--- config.mk ---
export PLATFORM = sky130hd
export DESIGN_NAME = logicnets_input_packer
export DESIGN_NICKNAME = d
export VERILOG_FILES = /design/src/rtl/logicnets_input_packer.sv
export SDC_FILE = /design/constraint.sdc
export NUM_CORES = 1
export LEC_CHECK = 0
export ABC_AREA = 1
export CORE_MARGIN = 4
export CORE_UTILIZATION = 50
export CTS_CLUSTER_DIAMETER = 200
export DETAILED_ROUTE_END_ITERATION = 7
export PLACE_DENSITY = 0.76
export SYNTH_ARGS = -nofsm -noshare
export SYNTH_HDL_FRONTEND = slang
export SYNTH_SLANG_ARGS = --single-unit
--- constraint.sdc ---
create_clock -name clk -period 1.86 [get_ports clk]
set_input_delay 0.372 -clock clk [delete_from_list [all_inputs] [get_ports clk]]
set_output_delay 0.372 -clock clk [all_outputs]
set_load 0.02 [all_outputs]
--- src/rtl/logicnets_input_packer.sv ---
// LogicNets input packer: quantizes a stream of signed samples to small
// unsigned codes and assembles them into double-buffered packed frames.
module logicnets_input_packer #(
    parameter int unsigned SAMPLE_W     = 16,
    parameter int unsigned NUM_FEATURES = 8,
    parameter int unsigned CODE_W       = 2,
    parameter int unsigned SHIFT        = 12,
    parameter int unsigned CNT_W        = 16
) (
    input  logic                           clk,
    input  logic                           rst_n,
    input  logic                           in_valid,
    output logic                           in_ready,
    input  logic [SAMPLE_W-1:0]            in_data,
    input  logic                           in_last,
    output logic                           out_valid,
    input  logic                           out_ready,
    output logic [NUM_FEATURES*CODE_W-1:0] out_data,
    output logic                           err_frame,
    output logic [CNT_W-1:0]               frame_count
);

    localparam int unsigned DATA_W   = NUM_FEATURES * CODE_W;
    localparam int unsigned IDX_W    = (NUM_FEATURES > 1) ? $clog2(NUM_FEATURES) : 1;
    localparam int unsigned EXT_W    = SAMPLE_W + 1;
    localparam int unsigned HALF     = 1 << (CODE_W - 1);
    localparam int unsigned CODE_MAX = (1 << CODE_W) - 1;
    localparam logic [IDX_W-1:0] LAST_IDX = IDX_W'(NUM_FEATURES - 1);

    typedef enum logic [1:0] {
        COLLECT = 2'd0,
        FULL    = 2'd1,
        RESYNC  = 2'd2
    } state_t;

    state_t                  state;
    state_t                  state_d;
    logic [IDX_W-1:0]        index;
    logic [IDX_W-1:0]        index_d;
    logic [DATA_W-1:0]       cbuf;
    logic [DATA_W-1:0]       cbuf_next;
    logic                    err_d;
    logic                    buf_wr;
    logic                    load_new;
    logic                    load_pending;

    logic                    accept;
    logic                    out_fire;
    logic                    slot_free;
    logic                    at_last;

    logic signed [EXT_W-1:0] s_ext;
    logic signed [EXT_W-1:0] s_shr;
    logic signed [EXT_W-1:0] q_sum;
    logic [CODE_W-1:0]       code;

    assign accept    = in_valid & in_ready;
    assign out_fire  = out_valid & out_ready;
    assign slot_free = ~out_valid | out_ready;
    assign at_last   = (index == LAST_IDX);

    // Quantizer: arithmetic shift, re-center around mid-code, saturate.
    always_comb begin
        s_ext = {in_data[SAMPLE_W-1], in_data};
        s_shr = s_ext >>> SHIFT;
        q_sum = s_shr + $signed(EXT_W'(HALF));
        code  = q_sum[CODE_W-1:0];
        if (q_sum[EXT_W-1]) begin
            code = '0;
        end else if (q_sum[EXT_W-2:0] > (EXT_W-1)'(CODE_MAX)) begin
            code = CODE_W'(CODE_MAX);
        end
    end

    // Collect buffer with the incoming code merged into the current slot.
    always_comb begin
        cbuf_next = cbuf;
        for (int i = 0; i < int'(NUM_FEATURES); i++) begin
            if (index == IDX_W'(i)) begin
                cbuf_next[i*CODE_W +: CODE_W] = code;
            end
        end
    end

    // State register.
    always_ff @(posedge clk or negedge rst_n) begin
        if (!rst_n) begin
            state <= COLLECT;
        end else begin
            state <= state_d;
        end
    end

    // Next-state, slot index and buffer-transfer decisions.
    always_comb begin
        state_d      = state;
        index_d      = index;
        err_d        = 1'b0;
        buf_wr       = 1'b0;
        load_new     = 1'b0;
        load_pending = 1'b0;
        case (state)
            COLLECT: begin
                if (accept) begin
                    buf_wr = 1'b1;
                    if (!at_last) begin
                        if (in_last) begin
                            err_d   = 1'b1;
                            index_d = '0;
                        end else begin
                            index_d = index + IDX_W'(1);
                        end
                    end else begin
                        index_d = '0;
                        if (!in_last) begin
                            err_d   = 1'b1;
                            state_d = RESYNC;
                        end else if (slot_free) begin
                            load_new = 1'b1;
                        end else begin
                            state_d = FULL;
                        end
                    end
                end
            end
            FULL: begin
                if (out_fire) begin
                    load_pending = 1'b1;
                    index_d      = '0;
                    state_d      = COLLECT;
                end
            end
            RESYNC: begin
                if (accept && in_last) begin
                    index_d = '0;
                    state_d = COLLECT;
                end
            end
            default: begin
                index_d = '0;
                state_d = COLLECT;
            end
        endcase
    end

    // Slot index and collect buffer.
    always_ff @(posedge clk or negedge rst_n) begin
        if (!rst_n) begin
            index <= '0;
            cbuf  <= '0;
        end else begin
            index <= index_d;
            if (buf_wr) begin
                cbuf <= cbuf_next;
            end
        end
    end

    // Output slot: loaded from the finishing frame or from the pending buffer.
    always_ff @(posedge clk or negedge rst_n) begin
        if (!rst_n) begin
            out_valid <= 1'b0;
            out_data  <= '0;
        end else begin
            if (load_new) begin
                out_valid <= 1'b1;
                out_data  <= cbuf_next;
            end else if (load_pending) begin
                out_valid <= 1'b1;
                out_data  <= cbuf;
            end else if (out_fire) begin
                out_valid <= 1'b0;
            end
        end
    end

    // Registered ready, error pulse and delivered-frame counter.
    always_ff @(posedge clk or negedge rst_n) begin
        if (!rst_n) begin
            in_ready    <= 1'b0;
            err_frame   <= 1'b0;
            frame_count <= '0;
        end else begin
            in_ready  <= (state_d != FULL);
            err_frame <= err_d;
            if (out_fire) begin
                frame_count <= frame_count + CNT_W'(1);
            end
        end
    end

endmodule
==> run notes <==
Item: results of the latest flow run.

- After synthesis, the mean cell area works out to between 7 and 8 µm².
- In this run the full chip footprint comes out at approximately 7600 µm².
- For this design the ratio of total power to cell area is ~660 nW/µm².
- The synthesized netlist handed to floorplanning was reported with a cell count of about 400.
- Per the synth log, the flip-flop and latch total comes to 56.
- Input and output buffers added on the ports amount to between 40 and 50.
- The worst setup path is launched from a flop.
- The worst setup path category is reg2out.
- The number of hold violations in the final report is 0.
- For this design, the slowest cell found on the critical path is sky130_fd_sc_hd__clkdlybuf4s50_1.
- The number of cells reported by Yosys stat comes to 400.
- The chip area from the yosys synthesis statistics is around 3100 µm².
- The most common cell in the synthesized netlist is sky130_fd_sc_hd__nand2_1.
- The switching component of the power was reported as slightly below 0.8 mW.
- Of the available clock period, the critical path in the final layout requires 0.972.
- Routing resource usage on met1 recorded by global route was 0.253.
- Row generation in the floorplan step produced 28 rows.
- The main flop type is sky130_fd_sc_hd__dfrtp_1.
- The relative area change from synthesis to final layout is 25.4%.
- The clock network power is approximately 0.66 mW.
- The total of hold buffers inserted after clock tree synthesis is 0.
- The final setup slack of the worst path is between 0.05 and 0.06 ns.
- Clock skew on the completed layout was measured at between 0.01 and 0.015 ns.
- Per the OpenROAD floorplan log, the area of the core is between 5000 and 6000 µm².
- The number of nets produced by synthesis is approximately 430.
- The critical path ends at frame_count[11].
- In this run the clock root is driven by a sky130_fd_sc_hd__clkbuf_8.
- Per the detail_route log, met2 wirelength is about 3300 µm.
- Static timing analysis puts the maximum clock frequency at around 550 MHz.
- The reported combinational group power is roughly 0.51 mW.
- The run finished with clean final reports.
- For this run, the detailed router's first-pass iteration total came to 4.
- The number of antenna violations at the first check in global routing is 0.
- The detailed route wirelength on metal3 is about 330 µm.
- For this run, the register share of the synthesized area comes to 0.446.
- The maximum vdd drop is 0.394 mV.
- The script computed the net switching share of total power as 0.296.
- The smallest clock period supported by the final layout is computed as roughly 1.8 ns.
- Across the run, the number of max-cap violations was 0.
- For this design, the sink count on the clock tree is 56.
- The per-cell via count in the routed design is between 5 and 6.
- The standard cell area after detailed placement is slightly below 4000 µm².
- The detailed placer's ending HPWL is approximately 5000 µm.
- The final max-slew violation count recorded for this run is 0.
- Internal power comes to between 1.5 and 2 mW.
- In this run, synthesis inferred 0 flip-flops with an integrated enable.
- Setup slack on the worst reg-to-reg path comes out at 0.16 ns.
- In this run the worst path has a maximum fanout of 6.
- The proportion of layout cells with a drive suffix above 1 is 0.160.
- The remaining max-slew budget at the tightest pin is 0.749.
- Per the post-route antenna check, the number of violating nets is 0.
- The number of global-route vias before repair came to between 2,000 and 3,000.
- The group with the largest share of power is registers.
- On the reported timing paths, the clock transition at the registers reads around 0.1 ns.
- The area share of the leading cell type in the synthesized netlist is 0.446.
- The largest total area in the synthesized netlist belongs to sky130_fd_sc_hd__dfrtp_1.
- In the synthesized netlist, the cells that appear most often are sky130_fd_sc_hd__nand2_1 (152), sky130_fd_sc_hd__dfrtp_1 (56), sky130_fd_sc_hd__inv_1 (49).
- The worst slack at placement is -0.106 ns.
- TritonCTS built the clock tree.
- The largest net degree at the start of global routing is roughly 57.
-- metrics by stage --
stage	setup TNS (ns)	total power [mW]	instances	util
floorplan	0	1.77	400	-
global placement	-0.986	1.93	536	0.643
detailed placement	-2.48	1.97	536	0.643
CTS	0	2.63	544	0.657
global route	0	2.77	544	0.657
finish	0	2.61	544	0.657
-- cell usage in the layout (no fill, tap or decap), types with 5 or more instances in the layout --
cell | netlist | final
sky130_fd_sc_hd__clkdlybuf4s50_1 | 0 | 42
sky130_fd_sc_hd__or2_2 | 14 | 14
sky130_fd_sc_hd__inv_1 | 49 | 49
sky130_fd_sc_hd__clkbuf_8 | 0 | 5
sky130_fd_sc_hd__xor2_1 | 6 | 6
sky130_fd_sc_hd__o21ai_0 | 6 | 6
sky130_fd_sc_hd__nand2_1 | 152 | 152
sky130_fd_sc_hd__buf_4 | 2 | 20
sky130_fd_sc_hd__nand3_1 | 44 | 44
sky130_fd_sc_hd__dfrtp_1 | 56 | 56
sky130_fd_sc_hd__nor2_1 | 15 | 15
sky130_fd_sc_hd__nand3_2 | 8 | 8
sky130_fd_sc_hd__ha_1 | 8 | 8
sky130_fd_sc_hd__buf_12 | 0 | 5
-- registers in the layout, summed over array words and instances (netlist names) --
register     cells
state            2
frame_count     16
out_valid        1
err_frame        1
index            3
in_ready         1
out_data        16
cbuf            16
-- final cells by class --
type	count	area, µm²
clock inverters	3	18.8
repair buffers	68	676
inverters	53	201
fillers	497	2050
flip-flops and latches	56	1400
well taps	75	93.8
clock buffers	5	68.8
multi-input cells	284	1480
-- cells by family after synthesis --
family	after synthesis	share of synthesized area
adders and majority gates	8	0.0319
xor gates and xnor gates	9	0.0251
and+or+nand+nor	250	0.377
DFF	56	0.446
AOI/OAI and AO/OA	17	0.0367
buffers and inverters	60	0.0829
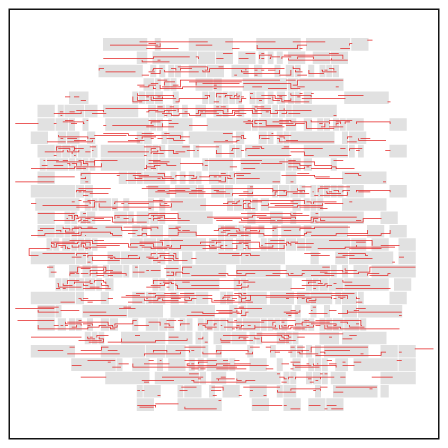
(images/m1.png)
Cells faint in the background.
longest straight run: 30.4 µm
main direction: horizontal
overall routed net length: 6880 µm
via count: 2,725

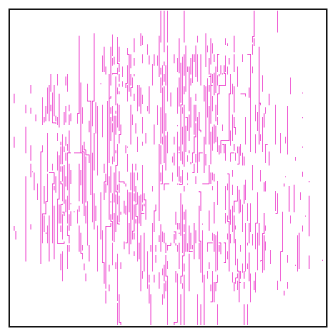
(images/m2.png)
nets with wire on the layer: 371
main direction: vertical
wire length on this layer: 3,300 µm
longest straight run: 30.9 µm
share of all routed wire: 48%
met2 Resource Use GR: 0.323

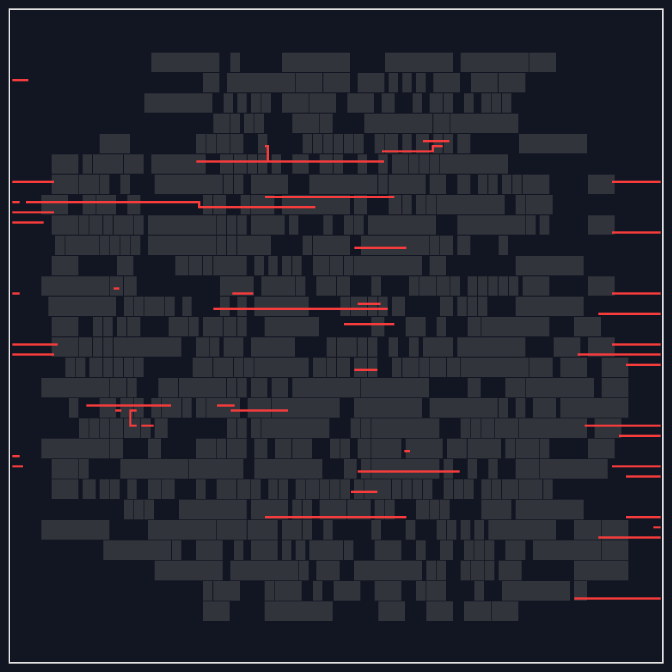
(images/m3.png)
Cells faint in the background.
share of all routed wire: 4.8%
main direction: horizontal
nets with wire on the layer: 39
longest straight run: 24.8 µm
M3 GR Usage: 0.0416

Power figures rest on the tool's default switching activity, not on a simulated workload.
